**src/rtl/instruction_fetch.sv**
```systemverilog
// ----------------------------------------------------------------------------
// instruction_fetch
//
// Instruction-fetch stage of the pipelined 32-bit core. Owns the PC, drives
// the single-cycle instruction-memory read port and loads the IF/ID pipeline
// register consumed by the decode stage. Decode may freeze the PC and/or the
// IF/ID register (pcWrite / ifIdWrite) and may redirect the PC (branchTaken).
//
// A word that arrives while decode is stalling is parked in a hold register
// (state HELD) so the same address is never read twice.
//
// Ports:
//   clk, reset          clock, asynchronous active-high reset
//   pcWrite, ifIdWrite  hazard controls from decode (0 = hold)
//   branchTaken,
//   branchTarget        redirect request and address (bits [1:0] ignored)
//   imemAddr, imemRead  instruction-memory request (imemAddr is always PC)
//   imemData, imemReady read data, valid for the current imemAddr when ready
//   programCounterOut   PC+4 of the instruction held in IF/ID
//   instruction         IF/ID instruction word
//   instructionValid    1 = real instruction in IF/ID, 0 = bubble
//
// Optional build macro FETCH_STATS_EN adds two free-running 32-bit counters:
//   fetchCount  edges at which IF/ID loaded a valid instruction
//   stallCount  edges at which an available word was held due to a stall
// ----------------------------------------------------------------------------
module instruction_fetch #(
    parameter logic [31:0] RESET_PC  = 32'h0000_0000,
    parameter logic [31:0] NOP_INSTR = 32'h0000_0000
) (
    input  logic        clk,
    input  logic        reset,
    input  logic        pcWrite,
    input  logic        ifIdWrite,
    input  logic        branchTaken,
    input  logic [31:0] branchTarget,
    output logic [31:0] imemAddr,
    output logic        imemRead,
    input  logic [31:0] imemData,
    input  logic        imemReady,
    output logic [31:0] programCounterOut,
    output logic [31:0] instruction,
    output logic        instructionValid
`ifdef FETCH_STATS_EN
    ,
    output logic [31:0] fetchCount,
    output logic [31:0] stallCount
`endif
);

    typedef enum logic [0:0] {
        ST_FETCH = 1'b0,
        ST_HELD  = 1'b1
    } state_e;

    state_e      state_q, state_d;
    logic [31:0] pc_q, pc_d;
    logic [31:0] hold_q, hold_d;
    logic [31:0] instr_q, instr_d;
    logic [31:0] pco_q, pco_d;
    logic        valid_q, valid_d;

    logic        word_avail_s;
    logic [31:0] word_s;
    logic [31:0] pc_plus4_s;
    logic        load_s;
    logic        stall_s;
    logic        imem_read_s;

    // The two low target bits are architecturally zero and deliberately dropped.
    logic        unused_ok_s;
    assign unused_ok_s = &{1'b0, branchTarget[1:0]};

    // Source of the current word: live memory data while fetching, parked copy otherwise.
    always_comb begin
        word_avail_s = 1'b0;
        word_s       = imemData;
        if (state_q == ST_HELD) begin
            word_avail_s = 1'b1;
            word_s       = hold_q;
        end else begin
            word_avail_s = imemReady;
            word_s       = imemData;
        end
    end

    // Modulo-2^32 increment; wraps 0xFFFF_FFFC to 0 with no flag.
    assign pc_plus4_s = pc_q + 32'd4;

    // FSM state register.
    always_ff @(posedge clk or posedge reset) begin
        if (reset) begin
            state_q <= ST_FETCH;
        end else begin
            state_q <= state_d;
        end
    end

    // Next-state and datapath next values, in redirect > load > stall > wait priority.
    always_comb begin
        state_d = state_q;
        pc_d    = pc_q;
        hold_d  = hold_q;
        instr_d = instr_q;
        pco_d   = pco_q;
        valid_d = valid_q;
        load_s  = 1'b0;
        stall_s = 1'b0;
        if (branchTaken) begin
            // Redirect wins over hazard holds; any fetched/held word is discarded.
            pc_d    = {branchTarget[31:2], 2'b00};
            state_d = ST_FETCH;
            instr_d = NOP_INSTR;
            valid_d = 1'b0;
        end else if (word_avail_s && pcWrite && ifIdWrite) begin
            load_s  = 1'b1;
            instr_d = word_s;
            pco_d   = pc_plus4_s;
            valid_d = 1'b1;
            pc_d    = pc_plus4_s;
            state_d = ST_FETCH;
        end else if (word_avail_s) begin
            // Decode is stalling: park the word so it is not read again.
            stall_s = 1'b1;
            if (state_q == ST_FETCH) begin
                hold_d  = imemData;
                state_d = ST_HELD;
            end else begin
                state_d = ST_HELD;
            end
        end else begin
            // Memory wait state: inject a bubble only if IF/ID is allowed to move.
            if (ifIdWrite) begin
                instr_d = NOP_INSTR;
                valid_d = 1'b0;
            end else begin
                valid_d = valid_q;
            end
        end
    end

    // Memory read request is a pure function of the registered state.
    always_comb begin
        imem_read_s = 1'b1;
        case (state_q)
            ST_FETCH: imem_read_s = 1'b1;
            ST_HELD:  imem_read_s = 1'b0;
            default:  imem_read_s = 1'b1;
        endcase
    end

    // PC, hold register and IF/ID pipeline register.
    always_ff @(posedge clk or posedge reset) begin
        if (reset) begin
            pc_q    <= RESET_PC;
            hold_q  <= 32'h0000_0000;
            instr_q <= NOP_INSTR;
            pco_q   <= 32'h0000_0000;
            valid_q <= 1'b0;
        end else begin
            pc_q    <= pc_d;
            hold_q  <= hold_d;
            instr_q <= instr_d;
            pco_q   <= pco_d;
            valid_q <= valid_d;
        end
    end

    assign imemAddr          = pc_q;
    assign imemRead          = imem_read_s;
    assign programCounterOut = pco_q;
    assign instruction       = instr_q;
    assign instructionValid  = valid_q;

`ifdef FETCH_STATS_EN
    logic [31:0] fetch_cnt_q;
    logic [31:0] stall_cnt_q;

    // Delivery and stall event counters, wrapping modulo 2^32.
    always_ff @(posedge clk or posedge reset) begin
        if (reset) begin
            fetch_cnt_q <= 32'h0000_0000;
            stall_cnt_q <= 32'h0000_0000;
        end else begin
            if (load_s) begin
                fetch_cnt_q <= fetch_cnt_q + 32'd1;
            end else begin
                fetch_cnt_q <= fetch_cnt_q;
            end
            if (stall_s) begin
                stall_cnt_q <= stall_cnt_q + 32'd1;
            end else begin
                stall_cnt_q <= stall_cnt_q;
            end
        end
    end

    assign fetchCount = fetch_cnt_q;
    assign stallCount = stall_cnt_q;
`else
    logic unused_stats_s;
    assign unused_stats_s = &{1'b0, load_s, stall_s};
`endif

endmodule

```
**config.mk**
```make
export PLATFORM = sky130hd
export DESIGN_NAME = instruction_fetch
export DESIGN_NICKNAME = d
export VERILOG_FILES = /design/src/rtl/instruction_fetch.sv
export SDC_FILE = /design/constraint.sdc
export NUM_CORES = 1
export LEC_CHECK = 0
export ABC_AREA = 0
export CAP_MARGIN = 15
export CELL_PAD_IN_SITES_DETAIL_PLACEMENT = 1
export CELL_PAD_IN_SITES_GLOBAL_PLACEMENT = 1
export CORE_ASPECT_RATIO = 1.4
export CORE_MARGIN = 3
export CORE_UTILIZATION = 37
export CTS_BUF_LIST = sky130_fd_sc_hd__clkbuf_16
export DETAILED_ROUTE_END_ITERATION = 16
export GPL_ROUTABILITY_DRIVEN = 0
export GPL_TIMING_DRIVEN = 1
export HOLD_SLACK_MARGIN = 0.03
export MAX_ROUTING_LAYER = met4
export PLACE_DENSITY_LB_ADDON = 0.3
export SLEW_MARGIN = 20
export SYNTH_ARGS = -nofsm -noshare
export SYNTH_HDL_FRONTEND = slang
export SYNTH_SLANG_ARGS = --single-unit
export TNS_END_PERCENT = 50
```
**constraint.sdc**
```tcl
create_clock -name clk -period 4.55 [get_ports clk]
set_clock_uncertainty 0.05 [all_clocks]
set_input_delay 0.455 -clock clk [delete_from_list [all_inputs] [get_ports clk]]
set_output_delay 0.455 -clock clk [all_outputs]
set_load 0.01 [all_outputs]
```
Figure 1. M2 wires.
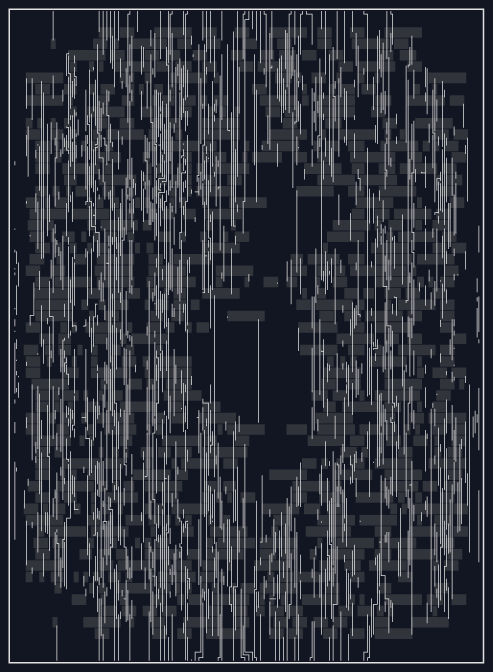
main direction	vertical
share of all routed wire	54%
longest straight run	59.5 µm
wire length on this layer	9390 µm
routing usage on met2: 37.2%
drt total wl: 17400 µm
routed via count: 4806

Figure 2. Gate-type map.
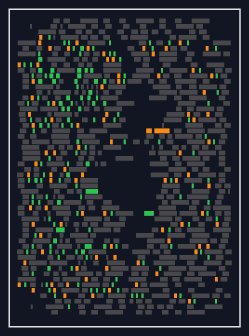
colour	family	cells	where
green	nand cells	152	all over the die
orange	aoi and oai cells	91	all over the die

Figure 3. Routed clock nets over the placement.
Scale bar: 20 µm.
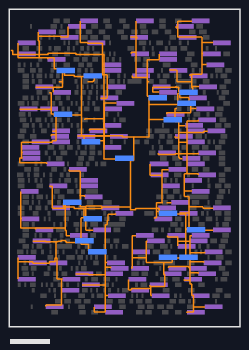
[blue] clock-net drivers | count: 17
[purple] flip-flops | count: 126
[orange] clock wires | length: 1740 µm
flops lie	all over the die
routed clock nets	18
clock network fraction of design power: 41.7%
latest clock arrival within the worst-skew pair: 0.41 ns

Figure 4. Cells coloured by class.
Scale bar: 20 µm.
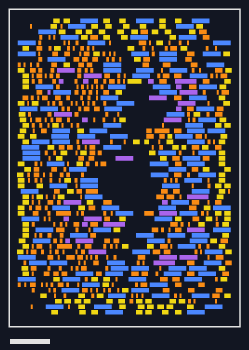
colour	class	cells
orange	remaining logic cells	415
purple	clock drivers and dummy loads	32
blue	sequential cells	126
yellow	remaining buffers and delay cells	164

==> flow_summary.html <==
<h2>Synthesis and place &amp; route</h2>
<table>
<tr><th>Metric</th><th>Value</th></tr>
<tr><th colspan="2">Final layout</th></tr>
<tr><td>Nonclk inv count</td><td>4</td></tr>
<tr><td>Area Growth Syn to Fin</td><td>39.5%</td></tr>
<tr><td>Footprint of the multi-input gates</td><td>about 0.0026 mm²</td></tr>
<tr><td>NonClk Buf Share</td><td>about a fifth</td></tr>
<tr><td>Num sequential</td><td>126</td></tr>
<tr><td>Clock buffer instance count of the final layout</td><td>17</td></tr>
<tr><td>Multi-input combinational cell count</td><td>between 400 and 500</td></tr>
<tr><td>Sequential portion of the cell area</td><td>between 30 and 40%</td></tr>
<tr><td>Total Nets Final</td><td>slightly below 800</td></tr>
<tr><td>Filler cell count</td><td>about 1700</td></tr>
<tr><td>Share of the core filled with cells in the final layout</td><td>53.2%</td></tr>
<tr><td>Fraction of standard cell area in multi-input logic</td><td>about a third</td></tr>
<tr><td>Footprint of the flip-flops and latches</td><td>around 0.0032 mm²</td></tr>
<tr><td>Leading cell type in the layout, fill and taps excluded</td><td>sky130_fd_sc_hd__clkdlybuf4s50_1</td></tr>
<tr><td>Non-clock buffers</td><td>about 160</td></tr>
<tr><td>Antenna diodes</td><td>0</td></tr>
<tr><th colspan="2">Global routing</th></tr>
<tr><td>Via count of the first global-routing pass</td><td>about 5400</td></tr>
<tr><td>Largest net degree at the start of global routing</td><td>94</td></tr>
<tr><td>GR Overflow Total</td><td>0</td></tr>
<tr><td>Global Route Usage Sum</td><td>about a fifth</td></tr>
<tr><td>Initial antenna violation count</td><td>0</td></tr>
<tr><th colspan="2">Floorplan</th></tr>
<tr><td>Die Span X</td><td>~110 µm</td></tr>
<tr><td># rows</td><td>about 54</td></tr>
<tr><td>Vertical die dimension</td><td>between 150 and 200 µm</td></tr>
<tr><td>Std-Cell Core Area</td><td>around 0.016 mm²</td></tr>
<tr><td>I/O pin count</td><td>~170</td></tr>
<tr><th colspan="2">Routing</th></tr>
<tr><td>Number of remaining DRC errors</td><td>0</td></tr>
<tr><td>Antenna-violating nets left</td><td>0</td></tr>
<tr><td>Drt wl/cell</td><td>18.6 µm</td></tr>
<tr><td>TritonRoute pass-1 iters</td><td>6</td></tr>
<tr><td>DRC violation total after the first TritonRoute iteration</td><td>between 100 and 150</td></tr>
<tr><th colspan="2">Logic synthesis</th></tr>
<tr><td>Library cell with the largest summed area after synthesis</td><td>sky130_fd_sc_hd__dfrtp_1</td></tr>
<tr><td>Seq share, synth</td><td>between 50% and 60%</td></tr>
<tr><td>Biggest area cells</td><td>sky130_fd_sc_hd__dfrtp_1 (53%), sky130_fd_sc_hd__nand2_1 (7.0%), sky130_fd_sc_hd__mux2_1 (5.7%), sky130_fd_sc_hd__xor2_1 (5.6%), sky130_fd_sc_hd__mux2i_1 (5.5%)</td></tr>
<tr><td>Cell total in the yosys stat output</td><td>around 580</td></tr>
<tr><td>Average size of a mapped cell</td><td>about 10 µm²</td></tr>
<tr><td>Number of flops mapped to enable cells by yosys</td><td>0</td></tr>
<tr><td>Chip area estimate from yosys synthesis</td><td>approximately 0.006 mm²</td></tr>
<tr><td>Main flop type after synthesis</td><td>sky130_fd_sc_hd__dfrtp_1</td></tr>
<tr><td>Number of synthesized register bits</td><td>~130</td></tr>
<tr><td>Top cells by count, synth</td><td>sky130_fd_sc_hd__dfrtp_1 (126), sky130_fd_sc_hd__nand2_1 (112), sky130_fd_sc_hd__o21ai_1 (46), sky130_fd_sc_hd__o21ai_0 (44), sky130_fd_sc_hd__xor2_1 (38)</td></tr>
<tr><td>YS warnings</td><td>0</td></tr>
<tr><td>Top area contributor share</td><td>between 50% and 60%</td></tr>
<tr><td>Cell with the most instances after synthesis</td><td>sky130_fd_sc_hd__dfrtp_1</td></tr>
<tr><td>Distinct cell type count after synthesis</td><td>36</td></tr>
<tr><th colspan="2">Critical path</th></tr>
<tr><td>Startpoint Class</td><td>input port</td></tr>
<tr><td>Worst Path Required</td><td>~4.8 ns</td></tr>
<tr><td>End point of the critical path</td><td>programCounterOut[3]</td></tr>
<tr><td>CP Class</td><td>in -&gt; reg</td></tr>
<tr><td>Crit Reg-Reg Startpoint</td><td>imemAddr[2]</td></tr>
<tr><td>CP Data Arrival Time</td><td>about 2.8 ns</td></tr>
<tr><td>Worst reg2reg endpoint</td><td>imemAddr[24]</td></tr>
<tr><td>Setup crit end kind</td><td>flop</td></tr>
<tr><td>Startpoint of the most critical setup path</td><td>ifIdWrite</td></tr>
<tr><td>Worst-case reg-to-reg path depth</td><td>5</td></tr>
<tr><th colspan="2">STA</th></tr>
<tr><td>Tmin final</td><td>~2.6 ns</td></tr>
<tr><td>Number of endpoints failing setup at the final stage</td><td>0</td></tr>
<tr><td>Transition time at the pin with the least slew margin</td><td>roughly 1 ns</td></tr>
<tr><td>Final setup margin</td><td>~2.0 ns</td></tr>
<tr><td>Unrepaired setup endpoints after global routing</td><td>false</td></tr>
<tr><td>Worst hold margin</td><td>roughly 0.43 ns</td></tr>
<tr><td>Post-layout period usage</td><td>between 50% and 60%</td></tr>
<tr><td>Post-route setup TNS</td><td>0 ns</td></tr>
<tr><td>Final count of pins violating max slew</td><td>0</td></tr>
<tr><th colspan="2">Clock tree</th></tr>
<tr><td>CTS Sinks</td><td>~130</td></tr>
<tr><td>TritonCTS clock tree</td><td>done</td></tr>
<tr><td>CTS Hold Bufs</td><td>0</td></tr>
<tr><td>Post-cts repair resize count</td><td>0</td></tr>
<tr><td>TritonCTS Buffers</td><td>17</td></tr>
<tr><td>CTS Buffer Depth</td><td>2</td></tr>
<tr><td>Total number of H-tree levels</td><td>4</td></tr>
<tr><td>Clock slew at the register clock pins of the worst setup and hold paths</td><td>0.06 ns</td></tr>
<tr><td>Post-CTS setup-driven buffer insertion count</td><td>0</td></tr>
<tr><th colspan="2">Job</th></tr>
<tr><td>Number of max-capacitance violations reported</td><td>0</td></tr>
<tr><td>Warning total across the stage logs</td><td>28</td></tr>
<tr><th colspan="2">Power and ir drop</th></tr>
<tr><td>Worst supply voltage drop on vdd</td><td>approximately 0.22 mV</td></tr>
<tr><th colspan="2">Outcome</th></tr>
<tr><td>Result of the run</td><td>complete, no violations</td></tr>
<tr><th colspan="2">Placed design</th></tr>
<tr><td>Hpwl dp</td><td>around 12000 µm</td></tr>
<tr><td># port buffers</td><td>161</td></tr>
<tr><th colspan="2">Hold path</th></tr>
<tr><td>Start point of the worst min-delay path</td><td>programCounterOut[11]</td></tr>
<tr><td>Worst min-delay path category</td><td>reg -&gt; reg</td></tr>
</table>
-- per-stage QoR --
stage	cell area [µm²]	total power, W	cells
finish	8330	0.00350	933
floorplan	5990	0.00170	583
CTS	8330	0.00355	933
detailed placement	7700	0.00207	901
global placement	7700	0.00203	901
global route	8330	0.00368	933
-- report_power, final --
part,internal [W],total [W],switching (W)
clock network,0.000926,0.00146,0.000535
logic,0.000343,0.000629,0.000286
registers,0.00128,0.00141,0.000129
-- worst max-delay path, cell delays in order --
cell and delay (ns):
sky130_fd_sc_hd__clkdlybuf4s50_1 0.59, sky130_fd_sc_hd__nand2_1 0.10, sky130_fd_sc_hd__nor2_2 0.54, sky130_fd_sc_hd__nand2b_4 0.65
sky130_fd_sc_hd__mux2_2 0.49
-- routing by layer --
metal	vias to the layer above	wire [µm]	track usage, %
met2	120	9390	37.2
li1	2252	-	-
met4	0	172	6.07
met3	16	874	5.69
met1	2418	6920	23.2
met5	-	0	-
-- worst min-delay path by stage --
| stage | slack (ns) | cells after the start | end |
|---|---|---|---|
| after global placement | 0.41 | 2 | instructionValid |
| after floorplan | 0.41 | 1 | hold_q[0] |
| after global routing | 0.46 | 2 | programCounterOut[24] |
| after detailed placement | 0.42 | 2 | programCounterOut[4] |
| after CTS | 0.44 | 2 | programCounterOut[2] |
| final | 0.43 | 2 | programCounterOut[11] |
-- cell families after synthesis --
logic type	synth area share [%]
compound gates	8.34
flops	52.8
other cells	0.0628
xor+xnor	8.21
mux	11.9
buf+inv	3.54
fa+ha+maj	0.209
simple gates	14.9
-- sequential cells by signal (all words and copies together), names as in the netlist --
name and count:
instructionValid 1, state_q 1, programCounterOut 30, imemAddr 30
hold_q 32, instruction 32
Power and IR drop assume default switching activity.
